[src/rtl/risc_v_mike_seq.sv]
// -----------------------------------------------------------------------------
// risc_v_mike_seq -- multi-cycle sequencer for the risc_v_mike core.
//
// Each instruction is stepped through FETCH, DECODE, EXEC, optional MEM, and WB.
// The sequencer owns the PC, the instruction register and the instruction and
// data memory request/acknowledge handshakes. It also gates the side effects of
// the combinational decoder and ALU:
//   - a register-file write (rf_we) happens only in WB;
//   - a data request (dmem_req/dmem_we) happens only in MEM;
//   - a PC update happens only in WB.
//
// Every output is decoded from registered state. No input reaches an output
// through combinational logic.
//
// Ports:
//   clk, rst_n             core clock (rising edge), async active-low reset
//   imem_req/addr/ack/rdata instruction fetch handshake (addr = pc)
//   instruction, pc        instruction register and program counter
//   pc_src, branch_target  decoder branch decision and target
//   mem_read, mem_write    decoder load/store indication
//   reg_write              decoder: instruction writes rd
//   dmem_req/we/ack        data memory handshake
//   rf_we                  register-file write enable, asserted only in WB
//   retire                 one-cycle pulse per completed instruction
//   halt_req, halted       stop request (sampled in WB/HALT) and HALT status
//   bus_err                sticky memory-timeout flag
//   state                  current FSM state, for debug
//
// Build option: define RISC_V_MIKE_SEQ_TIMEOUT_EN to bound memory waits.
// After TIMEOUT_CYC cycles without an acknowledge, the sequencer sets bus_err
// and enters HALT. When the macro is undefined, waits are unbounded and
// bus_err is tied low.
// -----------------------------------------------------------------------------
module risc_v_mike_seq #(
    parameter int unsigned       ADDR_W      = 32,
    parameter int unsigned       INSTR_W     = 32,
    parameter logic [ADDR_W-1:0] RESET_PC    = ADDR_W'(32'h0000_0000),
    parameter int unsigned       TIMEOUT_CYC = 255
) (
    input  logic               clk,
    input  logic               rst_n,
    output logic               imem_req,
    output logic [ADDR_W-1:0]  imem_addr,
    input  logic               imem_ack,
    input  logic [INSTR_W-1:0] imem_rdata,
    output logic [INSTR_W-1:0] instruction,
    output logic [ADDR_W-1:0]  pc,
    input  logic               pc_src,
    input  logic [ADDR_W-1:0]  branch_target,
    input  logic               mem_read,
    input  logic               mem_write,
    input  logic               reg_write,
    output logic               dmem_req,
    output logic               dmem_we,
    input  logic               dmem_ack,
    output logic               rf_we,
    output logic               retire,
    input  logic               halt_req,
    output logic               halted,
    output logic               bus_err,
    output logic [2:0]         state
);

    localparam logic [2:0] S_IDLE   = 3'd0;
    localparam logic [2:0] S_FETCH  = 3'd1;
    localparam logic [2:0] S_DECODE = 3'd2;
    localparam logic [2:0] S_EXEC   = 3'd3;
    localparam logic [2:0] S_MEM    = 3'd4;
    localparam logic [2:0] S_WB     = 3'd5;
    localparam logic [2:0] S_HALT   = 3'd6;

    localparam logic [ADDR_W-1:0] PC_STEP    = ADDR_W'(32'd4);
    localparam logic [ADDR_W-1:0] ALIGN_MASK = ~ADDR_W'(32'd3);

    logic [2:0]         state_q, state_d;
    logic [ADDR_W-1:0]  pc_q, pc_d;
    logic [INSTR_W-1:0] instr_q, instr_d;
    // rf_we and dmem_we are registered. The decoder inputs are sampled on the
    // transition into WB/MEM. They are stable there, because they derive from
    // the instruction register, which is frozen after FETCH.
    logic               rf_we_q, rf_we_d;
    logic               dmem_we_q, dmem_we_d;
    logic               wait_expired_s;

`ifdef RISC_V_MIKE_SEQ_TIMEOUT_EN
    localparam int unsigned WAIT_LIMIT = (TIMEOUT_CYC == 0) ? 1 : TIMEOUT_CYC;
    localparam int unsigned CNT_W      = (WAIT_LIMIT > 255) ? $clog2(WAIT_LIMIT + 1) : 8;
    // The count equals the number of previous unacknowledged cycles. Expiry
    // therefore falls on the WAIT_LIMIT-th waiting cycle.
    localparam logic [CNT_W-1:0] WAIT_LAST = CNT_W'(WAIT_LIMIT - 1);

    logic [CNT_W-1:0] cnt_q, cnt_d;
    logic             bus_err_q, bus_err_d;
    logic             mem_wait_s;

    assign mem_wait_s     = ((state_q == S_FETCH) && !imem_ack) ||
                            ((state_q == S_MEM)   && !dmem_ack);
    // An acknowledge in the expiry cycle clears mem_wait_s, so the ack wins.
    assign wait_expired_s = mem_wait_s && (cnt_q == WAIT_LAST);

    // Wait counter and sticky error next-state.
    always_comb begin
        cnt_d     = {CNT_W{1'b0}};
        bus_err_d = bus_err_q | wait_expired_s;
        if (mem_wait_s) begin
            cnt_d = cnt_q + CNT_W'(1);
        end else begin
            cnt_d = {CNT_W{1'b0}};
        end
    end

    // Wait counter and bus error registers.
    always_ff @(posedge clk or negedge rst_n) begin
        if (!rst_n) begin
            cnt_q     <= {CNT_W{1'b0}};
            bus_err_q <= 1'b0;
        end else begin
            cnt_q     <= cnt_d;
            bus_err_q <= bus_err_d;
        end
    end

    assign bus_err = bus_err_q;
`else
    assign wait_expired_s = 1'b0;
    assign bus_err        = 1'b0;
`endif

    // Sequencer next-state, PC, instruction register and gated strobes.
    always_comb begin
        state_d   = state_q;
        pc_d      = pc_q;
        instr_d   = instr_q;
        rf_we_d   = 1'b0;
        dmem_we_d = 1'b0;
        case (state_q)
            S_IDLE: begin
                state_d = S_FETCH;
            end
            S_FETCH: begin
                if (imem_ack) begin
                    instr_d = imem_rdata;
                    state_d = S_DECODE;
                end else if (wait_expired_s) begin
                    state_d = S_HALT;
                end else begin
                    state_d = S_FETCH;
                end
            end
            S_DECODE: begin
                state_d = S_EXEC;
            end
            S_EXEC: begin
                if (mem_read || mem_write) begin
                    state_d   = S_MEM;
                    dmem_we_d = mem_write;
                end else begin
                    state_d = S_WB;
                    rf_we_d = reg_write;
                end
            end
            S_MEM: begin
                if (dmem_ack) begin
                    state_d = S_WB;
                    rf_we_d = reg_write;
                end else if (wait_expired_s) begin
                    state_d = S_HALT;
                end else begin
                    state_d   = S_MEM;
                    dmem_we_d = dmem_we_q;
                end
            end
            S_WB: begin
                // The branch target is word-aligned. The sequential PC increment
                // wraps naturally at ADDR_W bits.
                if (pc_src) begin
                    pc_d = branch_target & ALIGN_MASK;
                end else begin
                    pc_d = pc_q + PC_STEP;
                end
                if (halt_req) begin
                    state_d = S_HALT;
                end else begin
                    state_d = S_FETCH;
                end
            end
            S_HALT: begin
                if (!halt_req) begin
                    state_d = S_FETCH;
                end else begin
                    state_d = S_HALT;
                end
            end
            default: begin
                state_d = S_IDLE;
            end
        endcase
    end

    // Sequencer state registers.
    always_ff @(posedge clk or negedge rst_n) begin
        if (!rst_n) begin
            state_q   <= S_IDLE;
            pc_q      <= RESET_PC;
            instr_q   <= {INSTR_W{1'b0}};
            rf_we_q   <= 1'b0;
            dmem_we_q <= 1'b0;
        end else begin
            state_q   <= state_d;
            pc_q      <= pc_d;
            instr_q   <= instr_d;
            rf_we_q   <= rf_we_d;
            dmem_we_q <= dmem_we_d;
        end
    end

    assign imem_req    = (state_q == S_FETCH);
    assign imem_addr   = pc_q;
    assign instruction = instr_q;
    assign pc          = pc_q;
    assign dmem_req    = (state_q == S_MEM);
    assign dmem_we     = dmem_we_q;
    assign rf_we       = rf_we_q;
    assign retire      = (state_q == S_WB);
    assign halted      = (state_q == S_HALT);
    assign state       = state_q;

endmodule

[config.mk]
export PLATFORM = sky130hd
export DESIGN_NAME = risc_v_mike_seq
export DESIGN_NICKNAME = d
export VERILOG_FILES = /design/src/rtl/risc_v_mike_seq.sv
export SDC_FILE = /design/constraint.sdc
export NUM_CORES = 1
export LEC_CHECK = 0
export CAP_MARGIN = 20
export CORE_MARGIN = 2
export CORE_UTILIZATION = 41
export DETAILED_ROUTE_END_ITERATION = 10
export HOLD_SLACK_MARGIN = 0.1
export PLACE_DENSITY = 0.82
export REMOVE_ABC_BUFFERS = 1
export SYNTH_ARGS = -nofsm -noshare
export SYNTH_HDL_FRONTEND = slang
export SYNTH_SLANG_ARGS = --single-unit
export TNS_END_PERCENT = 30
[constraint.sdc]
create_clock -name clk -period 2.3 [get_ports clk]
set_input_delay 0.345 -clock clk [delete_from_list [all_inputs] [get_ports clk]]
set_output_delay 0.345 -clock clk [all_outputs]
set_load 0.005 [all_outputs]
==> run_1/gates.png <==
Bar = 20 microns.
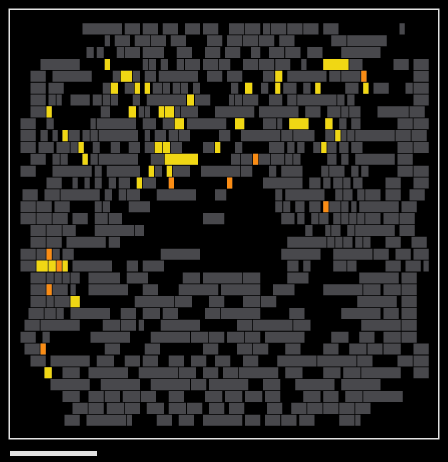
family	color	cells	most used
nor cells	yellow	37	nor2_1
inv cells	orange	9	inv_1
non-filler cells in the finished layout: 624
Top cell excl fill/tap: sky130_fd_sc_hd__clkdlybuf4s50_1

==> run_1/ff_map.png <==
Bar = 20 microns. Other sequential cells in the stronger gray, the rest of the logic in the fainter gray.
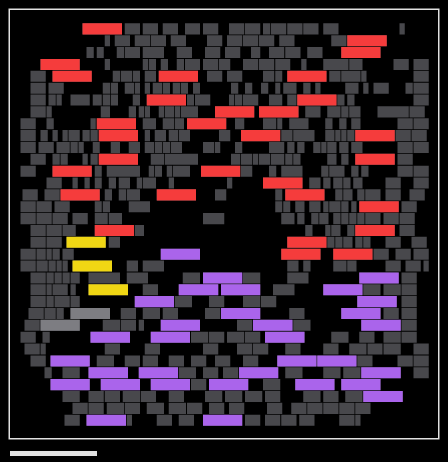
netlist name	color	flops
state	yellow	3
imem_addr	red	30
instruction	purple	32
not colored	2
sequential cell area: 0.001677 sq mm
flop share of the area: 0.3078
fin util: 0.6276
flip-flop and latch power: 2.38 mW

==> results.rst, run 1 <==
Flow metrics
------------

.. list-table::
   :header-rows: 1

   * - Metric
     - Value
   * - Result of the run
     - complete, no violations
   * - Yosys cell types
     - 56
   * - Floorplan core area
     - 0.008678 sq mm
   * - Area share of the leading cell type in the synthesized netlist
     - 0.4611
   * - Cell at the root of the clock tree
     - sky130_fd_sc_hd__clkbuf_8
   * - Final setup violation count
     - 0
   * - Worst hold path class
     - reg -> reg
   * - Number of cells on the worst reg-to-reg path
     - 6
   * - Number of multi-input combinational cells
     - 239
   * - Hpwl dp
     - 7.472 mm
   * - Slowest cell delay on critical path
     - 0.57 ns
   * - Final WL
     - 10.02 mm
   * - Xor and xnor area share after synthesis
     - 0
   * - Clk slew on worst S/H paths
     - 0.09 ns
   * - Number of synthesis warnings
     - 0
   * - Detailed route wirelength on metal2
     - 5.214 mm
   * - Final-report max-slew violation count
     - 0
   * - Met1 GRT Util
     - 0.2653
   * - Count of boundary I/O pins
     - 179
   * - Met1 Wirelength
     - 4.055 mm
   * - Number of H-tree branching levels
     - 3
   * - Hold Crit Endpoint
     - instruction[12]
   * - Leftover overflow at the end of global routing
     - 0
   * - AND/OR/NAND/NOR Cells, Area Fraction
     - 0.1462
   * - DRC violations left
     - 0
   * - Number of antenna violations at the first check in global routing
     - 0
   * - Routed length per placed instance
     - 16.06 microns
   * - Layout Area Growth over Synthesis
     - 49.79%
   * - Final worst-path setup slack
     - 0.1954 ns
   * - Number of enable-type register cells in the synthesized netlist
     - 0
   * - P_int
     - 4.237 mW
   * - TAP cells
     - 108
   * - Power density of the placed cells
     - 1187 mW/mm^2
   * - Dominant kind of combinational cell
     - AND-OR/OR-AND gates
   * - Setup crit start
     - state[2]
   * - Uppermost layer routed
     - met4
   * - Avg Inst Size Synth
     - 9.907 sq um
   * - Worst slack, placed
     - 0.2537 ns
   * - Reported leakage power
     - 2.155 nW
   * - Total length of routed met3 wires
     - 579 microns
   * - Clock buffers created by TritonCTS
     - 9
   * - Met3 Resource Use GR
     - 0.04438
   * - Cell resize tally after clock tree synthesis
     - 0
   * - Max transition margin
     - 0.5684
   * - Portion of the layout cell area used by clock cells
     - 0.03262
   * - Main synth FF type
     - sky130_fd_sc_hd__dfrtp_1
   * - Worst-path fanout max
     - 8
   * - Flop and latch count out of synthesis
     - 67
   * - Worst path top cell family by delay
     - buffers and inverters
   * - Combinational share of cell area
     - 0.2908
   * - Cells traversed along the worst timing path
     - inv_1, nor3_1, clkdlybuf4s50_1
   * - Power in combinational cells
     - 3.18 mW
   * - Kind of capture point of the worst setup path
     - primary output
   * - Total power of the final layout
     - 6.464 mW
   * - Most used standard cell by instance count after synthesis
     - sky130_fd_sc_hd__dfrtp_1
   * - Cell type contributing the most total cell area after synthesis
     - sky130_fd_sc_hd__dfrtp_1
   * - Length of the first detailed-routing pass in iterations
     - 4
   * - Most common library cells after synthesis
     - sky130_fd_sc_hd__dfrtp_1, sky130_fd_sc_hd__a21oi_1, sky130_fd_sc_hd__buf_4
   * - Logic depth of the worst path, buffers included
     - 3
   * - Commonest non-fill, non-tap cells in the layout
     - sky130_fd_sc_hd__clkdlybuf4s50_1, sky130_fd_sc_hd__dfrtp_1, sky130_fd_sc_hd__a21oi_1
   * - Horizontal extent of the die
     - 98.17 microns
   * - R2r endpoint
     - imem_addr[28]
   * - Maximum number of buffers from clock root to sink
     - 2
   * - Filler cell count
     - 746
   * - Met2 Track Usage GR
     - 0.3593
   * - Number of maximum-capacitance constraint violations
     - 0
   * - Number of standard cells after synthesis
     - 367
   * - Number of clock buffers in the layout
     - 10
   * - Number of diodes added for antenna fixing
     - 0
   * - Core utilization before placement
     - 0.4190
   * - Clock tree from TritonCTS
     - done
   * - Clock Power Share
     - 0.140
   * - Tally of OpenROAD warnings
     - 27
   * - Buffer share of cell area
     - 0.3377
   * - Fa+ha+maj area frac
     - 0.006194
   * - DR iter-0 viols
     - 158
   * - Post-place instance area
     - 0.005259 sq mm
   * - Setup slack, reg-to-reg
     - 0.23 ns
   * - Chip area
     - 0.009637 sq mm
   * - Clock group total power
     - 0.907 mW
   * - Chip area line of the yosys report
     - 0.003636 sq mm
   * - Worst path required time
     - 1.96 ns
   * - Via-per-instance ratio
     - 5.372
   * - Share of final-layout standard cells stronger than drive strength 1
     - 0.1376
   * - Nets
     - 585
   * - Final critical path time including I/O delays and setup
     - 2.105 ns
   * - CP Class
     - reg -> out
   * - AO/OA Area Share
     - 0.1734
   * - Hold-fix buffers at CTS
     - 1
   * - Global-route wire length before repair
     - 16.55 mm
   * - Total number of vias
     - 3352
   * - Gr busiest metal
     - met2
   * - CTS Sinks
     - 67
   * - Sequential cell count
     - 67
   * - Worst Min Path Start
     - instruction[12]
   * - Highest attainable clock frequency
     - 0.4751 GHz
   * - Final setup skew
     - 0.01083 ns
   * - Synthesized area
     - 0.003636 sq mm
   * - Crit path launch type
     - flip-flop
   * - Async set or reset register ratio after synthesis
     - 1.000
   * - FF-to-FF Start
     - imem_addr[2]
   * - Fraction of power spent switching nets
     - 0.3445
   * - Worst vdd rail ir drop
     - 0.8548 mV
   * - Clock network latency to the later pin of the worst-skew pair
     - 0.34 ns
   * - Final worst path period share
     - 0.9150
   * - MUX share of area
     - 0.1046
   * - Area of the multi-input gates
     - 0.001584 sq mm
   * - Max reg flops
     - 32
   * - Least-Margin Pin Slew
     - 0.6473 ns
   * - Relative contribution of combinational cells to total power
     - 0.492
   * - Bufs w/o clock
     - 185
   * - Yosys cell count
     - 367
   * - Worst hold slack
     - 0.4997 ns
   * - Cells taking the most area after synthesis
     - sky130_fd_sc_hd__dfrtp_1, sky130_fd_sc_hd__mux2_2, sky130_fd_sc_hd__buf_4
   * - Number of placed cells counting well taps
     - 607
   * - Arrival @ worst endpoint
     - 1.76 ns
   * - Total negative slack for setup checks
     - 0 ns
   * - Total of buffers placed on input and output ports
     - 171
   * - Hold violation count in the final report
     - 0
   * - Buffer and inverter count on the worst path
     - 2
   * - Antenna-violating nets left
     - 0
   * - End point of the critical path
     - dmem_req
   * - Slowest library cell on the worst path
     - sky130_fd_sc_hd__clkdlybuf4s50_1
   * - Net switching power figure
     - 2.227 mW
   * - Number of global-route vias before repair
     - 3353
==> run_1/class_map.png <==
Bar = 20 microns. Fill, decap, tap and diode cells in gray.
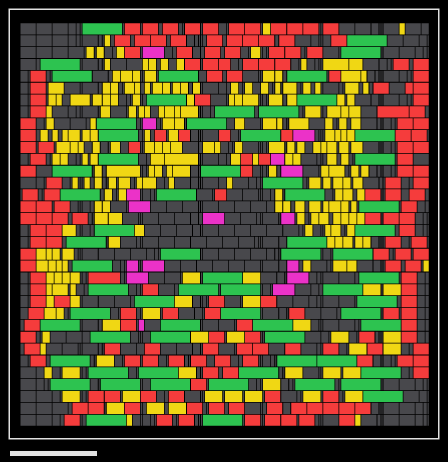
class	color	cells	share of their area
remaining buffers and delay cells	red	185	35%
remaining logic cells	yellow	248	30%
sequential cells	green	67	32%
clock drivers and dummy loads	magenta	16	3.3%
number of core rows: 34
area of all placed cells without fillers: 0.005446 sq mm

==> run 1 -> run 2 <==
--- a/config.mk
+++ b/config.mk
@@ -8,6 +8,7 @@
 export CAP_MARGIN = 20
 export CORE_MARGIN = 2
 export CORE_UTILIZATION = 41
+export CTS_CLUSTER_SIZE = 30
 export DETAILED_ROUTE_END_ITERATION = 10
 export HOLD_SLACK_MARGIN = 0.1
 export PLACE_DENSITY = 0.82
==> run_2/gates.png <==
Bar = 20 microns.
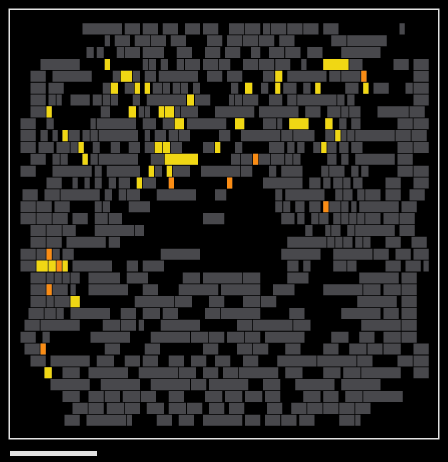
family	color	cells	most used
inv cells	orange	9	inv_1
nor cells	yellow	37	nor2_1
combinational share of cell area: 0.2908

==> run_2/placed.png <==
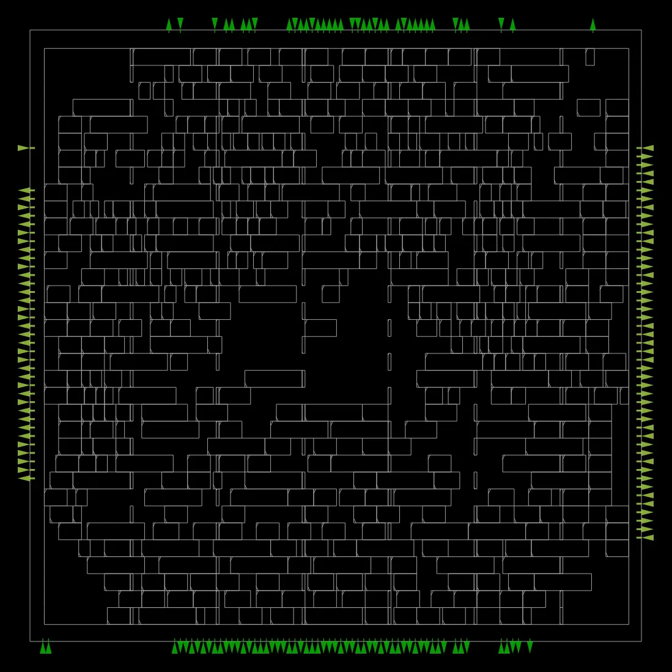
sequential cell count: 67
TAP cells: 108
filler cell count: 746

==> run_2/ff_map.png <==
Bar = 20 microns. Other sequential cells in the stronger gray, the rest of the logic in the fainter gray.
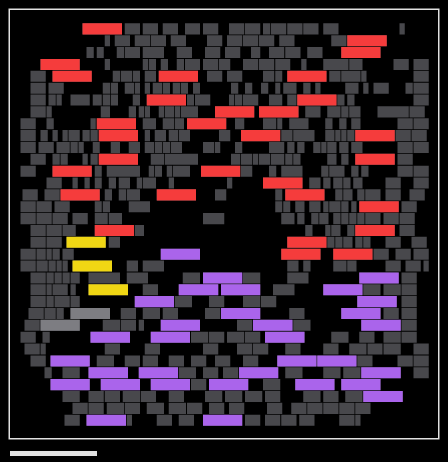
netlist name	color	flops
state	yellow	3
instruction	purple	32
imem_addr	red	30
not colored	2

==> run 2 against run 1 <==
Effect of this change: via count did not move; final cell count stayed put; clock power hardly changed; fmax stayed put; worst hold slack stayed put; critical path depth is the same; largest cell class unchanged; highest routed layer unchanged.
==> results.rst, run 2 <==
Flow metrics
------------

.. list-table::
   :header-rows: 1

   * - Metric
     - Value
   * - Total number of vias
     - 3352 (unchanged)
   * - Met1 GRT Util
     - 0.2653 (unchanged)
   * - Net switching power figure
     - 2.227 mW (unchanged)
   * - Clk slew on worst S/H paths
     - 0.09 ns (about the same)
   * - Count of boundary I/O pins
     - 179 (unchanged)
   * - Maximum number of buffers from clock root to sink
     - 2 (unchanged)
   * - Clock network latency to the later pin of the worst-skew pair
     - 0.34 ns (about the same)
   * - Number of antenna violations at the first check in global routing
     - 0 (unchanged)
   * - Global-route wire length before repair
     - 16.55 mm (unchanged)
   * - Final setup skew
     - 0.01083 ns (unchanged)
   * - Power in combinational cells
     - 3.18 mW (about the same)
   * - Slowest library cell on the worst path
     - sky130_fd_sc_hd__clkdlybuf4s50_1
   * - Least-Margin Pin Slew
     - 0.6473 ns (unchanged)
   * - Hold Crit Endpoint
     - instruction[12]
   * - Number of maximum-capacitance constraint violations
     - 0 (unchanged)
   * - Total negative slack for setup checks
     - 0 ns (unchanged)
   * - Worst vdd rail ir drop
     - 0.8548 mV (unchanged)
   * - Number of clock buffers in the layout
     - 10 (unchanged)
   * - Chip area line of the yosys report
     - 0.003636 sq mm (unchanged)
   * - Clock Power Share
     - 0.140 (about the same)
   * - Nets
     - 585 (unchanged)
   * - AND/OR/NAND/NOR Cells, Area Fraction
     - 0.1462 (unchanged)
   * - Share of final-layout standard cells stronger than drive strength 1
     - 0.1376 (unchanged)
   * - Sequential cell area
     - 0.001677 sq mm (unchanged)
   * - Main synth FF type
     - sky130_fd_sc_hd__dfrtp_1
   * - Worst slack, placed
     - 0.2537 ns (unchanged)
   * - Number of enable-type register cells in the synthesized netlist
     - 0 (unchanged)
   * - Worst-path fanout max
     - 8 (unchanged)
   * - Core utilization before placement
     - 0.4190 (unchanged)
   * - Number of H-tree branching levels
     - 3 (unchanged)
   * - Cells traversed along the worst timing path
     - inv_1, nor3_1, clkdlybuf4s50_1
   * - Cell type contributing the most total cell area after synthesis
     - sky130_fd_sc_hd__dfrtp_1
   * - Area of all placed cells without fillers
     - 0.005446 sq mm (unchanged)
   * - Routed length per placed instance
     - 16.06 microns (unchanged)
   * - Yosys cell types
     - 56 (unchanged)
   * - Detailed route wirelength on metal2
     - 5.214 mm (unchanged)
   * - Gr busiest metal
     - met2
   * - Hpwl dp
     - 7.472 mm (unchanged)
   * - Final WL
     - 10.02 mm (unchanged)
   * - Worst hold path class
     - reg -> reg
   * - Most used standard cell by instance count after synthesis
     - sky130_fd_sc_hd__dfrtp_1
   * - Worst path top cell family by delay
     - buffers and inverters
   * - Portion of the layout cell area used by clock cells
     - 0.03262 (unchanged)
   * - Clock group total power
     - 0.907 mW (about the same)
   * - Cell resize tally after clock tree synthesis
     - 0 (unchanged)
   * - Non-filler cells in the finished layout
     - 624 (unchanged)
   * - Highest attainable clock frequency
     - 0.4751 GHz (unchanged)
   * - Yosys cell count
     - 367 (unchanged)
   * - CP Class
     - reg -> out
   * - Power density of the placed cells
     - 1187 mW/mm^2 (unchanged)
   * - Layout Area Growth over Synthesis
     - 49.79% (unchanged)
   * - Chip area
     - 0.009637 sq mm (unchanged)
   * - Hold violation count in the final report
     - 0 (unchanged)
   * - Fin util
     - 0.6276 (unchanged)
   * - End point of the critical path
     - dmem_req
   * - Met1 Wirelength
     - 4.055 mm (unchanged)
   * - Top cell excl fill/tap
     - sky130_fd_sc_hd__clkdlybuf4s50_1
   * - Commonest non-fill, non-tap cells in the layout
     - sky130_fd_sc_hd__clkdlybuf4s50_1, sky130_fd_sc_hd__dfrtp_1, sky130_fd_sc_hd__a21oi_1
   * - DR iter-0 viols
     - 158 (unchanged)
   * - Uppermost layer routed
     - met4
   * - Logic depth of the worst path, buffers included
     - 3 (unchanged)
   * - Synthesized area
     - 0.003636 sq mm (unchanged)
   * - Flip-flop and latch power
     - 2.38 mW (about the same)
   * - Worst path required time
     - 1.96 ns (about the same)
   * - MUX share of area
     - 0.1046 (unchanged)
   * - Floorplan core area
     - 0.008678 sq mm (unchanged)
   * - Final worst-path setup slack
     - 0.1954 ns (unchanged)
   * - Number of core rows
     - 34 (unchanged)
   * - Result of the run
     - complete, no violations
   * - Setup slack, reg-to-reg
     - 0.23 ns (about the same)
   * - Total length of routed met3 wires
     - 579 microns (unchanged)
   * - CTS Sinks
     - 67 (unchanged)
   * - Flop share of the area
     - 0.3078 (unchanged)
   * - Slowest cell delay on critical path
     - 0.57 ns (about the same)
   * - Leftover overflow at the end of global routing
     - 0 (unchanged)
   * - Clock tree from TritonCTS
     - done
   * - Number of global-route vias before repair
     - 3353 (unchanged)
   * - Length of the first detailed-routing pass in iterations
     - 4 (unchanged)
   * - AO/OA Area Share
     - 0.1734 (unchanged)
   * - R2r endpoint
     - imem_addr[28]
   * - Fraction of power spent switching nets
     - 0.3445 (unchanged)
   * - Arrival @ worst endpoint
     - 1.76 ns (about the same)
   * - Dominant kind of combinational cell
     - AND-OR/OR-AND gates
   * - Fa+ha+maj area frac
     - 0.006194 (unchanged)
   * - Crit path launch type
     - flip-flop
   * - Number of multi-input combinational cells
     - 239 (unchanged)
   * - Worst hold slack
     - 0.4997 ns (unchanged)
   * - Via-per-instance ratio
     - 5.372 (unchanged)
   * - Max transition margin
     - 0.5684 (unchanged)
   * - Worst Min Path Start
     - instruction[12]
   * - Final critical path time including I/O delays and setup
     - 2.105 ns (unchanged)
   * - FF-to-FF Start
     - imem_addr[2]
   * - Flop and latch count out of synthesis
     - 67 (unchanged)
   * - Max reg flops
     - 32 (unchanged)
   * - P_int
     - 4.237 mW (unchanged)
   * - Area of the multi-input gates
     - 0.001584 sq mm (unchanged)
   * - Number of standard cells after synthesis
     - 367 (unchanged)
   * - Async set or reset register ratio after synthesis
     - 1.000 (unchanged)
   * - Area share of the leading cell type in the synthesized netlist
     - 0.4611 (unchanged)
   * - Post-place instance area
     - 0.005259 sq mm (unchanged)
==> run_2/class_map.png <==
Bar = 20 microns. Fill, decap, tap and diode cells in gray.
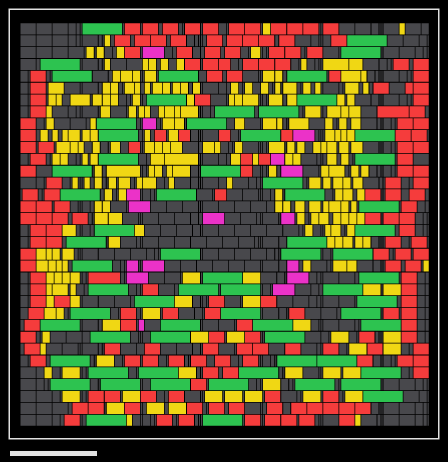

==> run 2 -> run 3 <==
--- a/config.mk
+++ b/config.mk
@@ -11,7 +11,7 @@
 export CTS_CLUSTER_SIZE = 30
 export DETAILED_ROUTE_END_ITERATION = 10
 export HOLD_SLACK_MARGIN = 0.1
-export PLACE_DENSITY = 0.82
+export PLACE_DENSITY = 0.81
 export REMOVE_ABC_BUFFERS = 1
 export SYNTH_ARGS = -nofsm -noshare
 export SYNTH_HDL_FRONTEND = slang
==> constraint.sdc (replaced) <==
create_clock -name clk -period 2.3 [get_ports clk]
set_input_delay 0.575 -clock clk [delete_from_list [all_inputs] [get_ports clk]]
set_output_delay 0.575 -clock clk [all_outputs]
set_load 0.005 [all_outputs]
==> run_3/class_map.png <==
Bar = 20 microns. Fill, decap, tap and diode cells in gray.
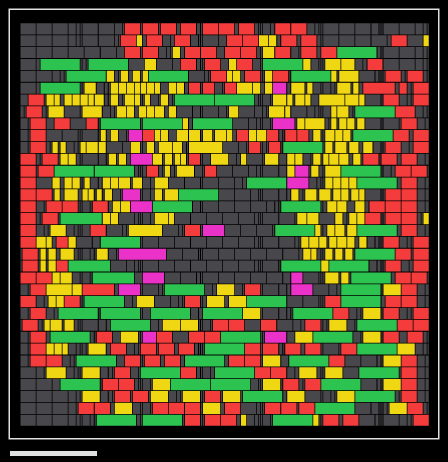
class	color	cells	share of their area
sequential cells	green	67	31%
remaining logic cells	yellow	248	30%
remaining buffers and delay cells	red	189	35%
clock drivers and dummy loads	magenta	16	3.9%
fin util: 0.6368
floorplan core area: 0.008678 sq mm
flop share of the area: 0.3041

==> run_3/layers.png <==
Bar = 20 microns.
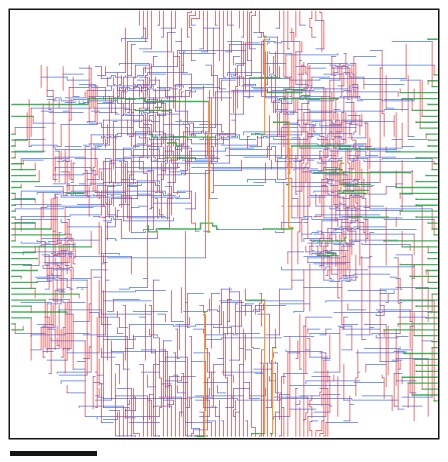
layer	color	wire length
M2	red	5300 microns
M1	blue	4150 microns
M4	orange	163 microns
M3	green	691 microns
final WL: 10.30 mm
total number of vias: 3427

==> run_3/placed.png <==
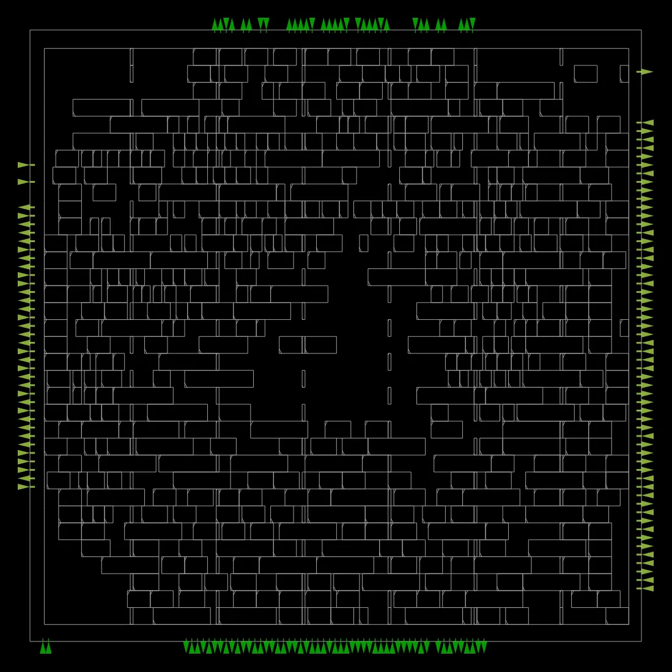
non-filler cells in the finished layout: 628
filler cell count: 759

==> run 3 against run 2 <==
Effect of this change: synthesized cell count stayed put; clock power is about 10% higher; clock skew hardly changed; worst hold slack worse by 0.27 ns; combinational power is 3% higher; critical endpoint is now imem_req; largest cell class unchanged.
==> results.rst, run 3 <==
Flow metrics
------------

.. list-table::
   :header-rows: 1

   * - Metric
     - Value
   * - Result of the run
     - complete, no violations
   * - MUX share of area
     - 0.1046 (unchanged)
   * - CTS Sinks
     - 67 (unchanged)
   * - Worst hold path class
     - in -> async
   * - Portion of the layout cell area used by clock cells
     - 0.03758 (+0.004961)
   * - Relative contribution of combinational cells to total power
     - 0.489
   * - Sequential fraction of design power
     - 0.357
   * - Number of core rows
     - 34 (unchanged)
   * - Avg Inst Size Synth
     - 9.907 sq um
   * - Clock group total power
     - 1.03 mW (+10%)
   * - Number of maximum-capacitance constraint violations
     - 0 (unchanged)
   * - Highest attainable clock frequency
     - 0.4524 GHz (-4.8%)
   * - Hpwl dp
     - 7.624 mm (+2.0%)
   * - Layout Area Growth over Synthesis
     - 52.00%
   * - Flip-flop and latch power
     - 2.38 mW (about the same)
   * - Total negative slack for setup checks
     - 0 ns (unchanged)
   * - Met2 Track Usage GR
     - 0.3651
   * - Count of boundary I/O pins
     - 179 (unchanged)
   * - Via-per-instance ratio
     - 5.457 (+1.6%)
   * - Final setup skew
     - 0.01082 ns (-0.00001340 ns)
   * - Number of antenna violations at the first check in global routing
     - 0 (unchanged)
   * - Hold-fix buffers at CTS
     - 0
   * - Final-report max-slew violation count
     - 0
   * - Number of buffers added for setup after CTS
     - 0
   * - Power density of the placed cells
     - 1208 mW/mm^2 (+1.8%)
   * - Area of the multi-input gates
     - 0.001600 sq mm (+1.0%)
   * - AO/OA Area Share
     - 0.1734 (unchanged)
   * - Met1 GRT Util
     - 0.2616 (-0.003699)
   * - Cell at the root of the clock tree
     - sky130_fd_sc_hd__clkbuf_8
   * - Clk slew on worst S/H paths
     - 0.09 ns (about the same)
   * - Detailed route wirelength on metal2
     - 5.304 mm (+1.7%)
   * - Chip area line of the yosys report
     - 0.003636 sq mm (unchanged)
   * - CP Class
     - reg -> out
   * - Cell type contributing the most total cell area after synthesis
     - sky130_fd_sc_hd__dfrtp_1
   * - Worst vdd rail ir drop
     - 0.6860 mV (-20%)
   * - Bufs w/o clock
     - 189
   * - Sequential area share after synthesis
     - 0.4611
   * - Total length of routed met3 wires
     - 690 microns (+19%)
   * - Number of clock buffers in the layout
     - 9 (-1)
   * - Hold violation count in the final report
     - 0 (unchanged)
   * - Cells taking the most area after synthesis
     - sky130_fd_sc_hd__dfrtp_1, sky130_fd_sc_hd__mux2_2, sky130_fd_sc_hd__buf_4
   * - Total power of the final layout
     - 6.678 mW
   * - Number of placed cells counting well taps
     - 610
   * - Worst slack, placed
     - 0.1941 ns (-0.05964 ns)
   * - Antenna-violating nets left
     - 0
   * - Fa+ha+maj area frac
     - 0.006194 (unchanged)
   * - Total of buffers placed on input and output ports
     - 171
   * - Chip area
     - 0.009637 sq mm (unchanged)
   * - Worst-path fanout max
     - 9 (+1)
   * - Cells traversed along the worst timing path
     - nor3b_2, clkdlybuf4s50_1
   * - Nets
     - 589 (+0.68%)
   * - Clock tree from TritonCTS
     - done
   * - Dominant kind of combinational cell
     - AND-OR/OR-AND gates
   * - Number of non-clock inverters
     - 9
   * - Number of standard cells after synthesis
     - 367 (unchanged)
   * - Slowest cell delay on critical path
     - 0.55 ns (-0.02 ns)
   * - Yosys cell count
     - 367 (unchanged)
   * - Slowest library cell on the worst path
     - sky130_fd_sc_hd__clkdlybuf4s50_1
   * - Clock Power Share
     - 0.154 (+0.014)
   * - Number of cells on the worst reg-to-reg path
     - 6
   * - Clock network latency to the later pin of the worst-skew pair
     - 0.34 ns (about the same)
   * - Final critical path time including I/O delays and setup
     - 2.211 ns (+0.1059 ns)
   * - Worst hold slack
     - 0.2292 ns (-0.2705 ns)
   * - Number of H-tree branching levels
     - 3 (unchanged)
   * - Leftover overflow at the end of global routing
     - 0 (unchanged)
   * - Top cell excl fill/tap
     - sky130_fd_sc_hd__clkdlybuf4s50_1
   * - Number of multi-input combinational cells
     - 239 (unchanged)
   * - Worst path required time
     - 1.73 ns (-0.23 ns)
   * - Max reg flops
     - 32 (unchanged)
   * - Sequential cell count
     - 67 (unchanged)
   * - Async set or reset register ratio after synthesis
     - 1.000 (unchanged)
   * - Worst path top cell family by delay
     - buffers and inverters
   * - Top class by area
     - buffers
   * - R2r endpoint
     - imem_addr[28]
   * - Main synth FF type
     - sky130_fd_sc_hd__dfrtp_1
   * - Arrival @ worst endpoint
     - 1.64 ns (-0.12 ns)
   * - End point of the critical path
     - imem_req
   * - Number of diodes added for antenna fixing
     - 0
   * - Crit path launch type
     - flip-flop
   * - Cell resize tally after clock tree synthesis
     - 3 (+3)
   * - Combinational share of cell area
     - 0.2896 (-0.001272)
   * - Maximum number of buffers from clock root to sink
     - 2 (unchanged)
   * - AND/OR/NAND/NOR Cells, Area Fraction
     - 0.1462 (unchanged)
   * - DR iter-0 viols
     - 124 (-22%)
   * - Kind of capture point of the worst setup path
     - primary output
   * - Sequential cell area
     - 0.001680 sq mm (+0.22%)
   * - Uppermost layer routed
     - met4
   * - FF-to-FF Start
     - imem_addr[3]
   * - Share of final-layout standard cells stronger than drive strength 1
     - 0.1596 (+0.02202)
   * - P_int
     - 4.398 mW (+3.8%)
   * - Synthesized area
     - 0.003636 sq mm (unchanged)
   * - Commonest non-fill, non-tap cells in the layout
     - sky130_fd_sc_hd__clkdlybuf4s50_1, sky130_fd_sc_hd__dfrtp_1, sky130_fd_sc_hd__a21oi_1
   * - Tally of OpenROAD warnings
     - 27
   * - Fraction of power spent switching nets
     - 0.3415 (-0.002923)
   * - Routed length per placed instance
     - 16.41 microns (+2.2%)
   * - TAP cells
     - 108 (unchanged)
   * - Final setup violation count
     - 0
   * - Core utilization before placement
     - 0.4190 (unchanged)
   * - Least-Margin Pin Slew
     - 0.5896 ns (-0.05770 ns)
   * - Xor and xnor area share after synthesis
     - 0
   * - Area share of the leading cell type in the synthesized netlist
     - 0.4611 (unchanged)
   * - All-layer global routing usage
     - 0.2109
   * - Post-place instance area
     - 0.005281 sq mm (+0.43%)
   * - Number of synthesis warnings
     - 0
   * - Most used standard cell by instance count after synthesis
     - sky130_fd_sc_hd__dfrtp_1
   * - Power in combinational cells
     - 3.26 mW (+3%)
   * - Met1 Wirelength
     - 4.146 mm (+2.2%)
   * - DRC violations left
     - 0
   * - Final weighted congestion of routability-driven global placement
     - 0.7999
   * - Die height
     - 98.17 microns
   * - Setup slack, reg-to-reg
     - 0.25 ns (+0.02 ns)
   * - Met3 Resource Use GR
     - 0.04510
   * - Length of the first detailed-routing pass in iterations
     - 5 (+1)
   * - Yosys cell types
     - 56 (unchanged)
   * - Final worst-path setup slack
     - 0.08949 ns (-0.1059 ns)
   * - Flop and latch count out of synthesis
     - 67 (unchanged)
   * - Biggest consumer
     - combinational cells
   * - Logic depth of the worst path, buffers included
     - 2 (-1)
   * - Gr busiest metal
     - met2
   * - Max transition margin
     - 0.6069 (+0.03847)
   * - Number of enable-type register cells in the synthesized netlist
     - 0 (unchanged)
   * - Area of all placed cells without fillers
     - 0.005527 sq mm (+1.5%)
   * - Net switching power figure
     - 2.281 mW (+2.4%)
   * - Number of global-route vias before repair
     - 3365 (+0.36%)
   * - Global-route wire length before repair
     - 16.54 mm (about the same)
Power figures rest on the tool's default switching activity, not on a simulated workload.
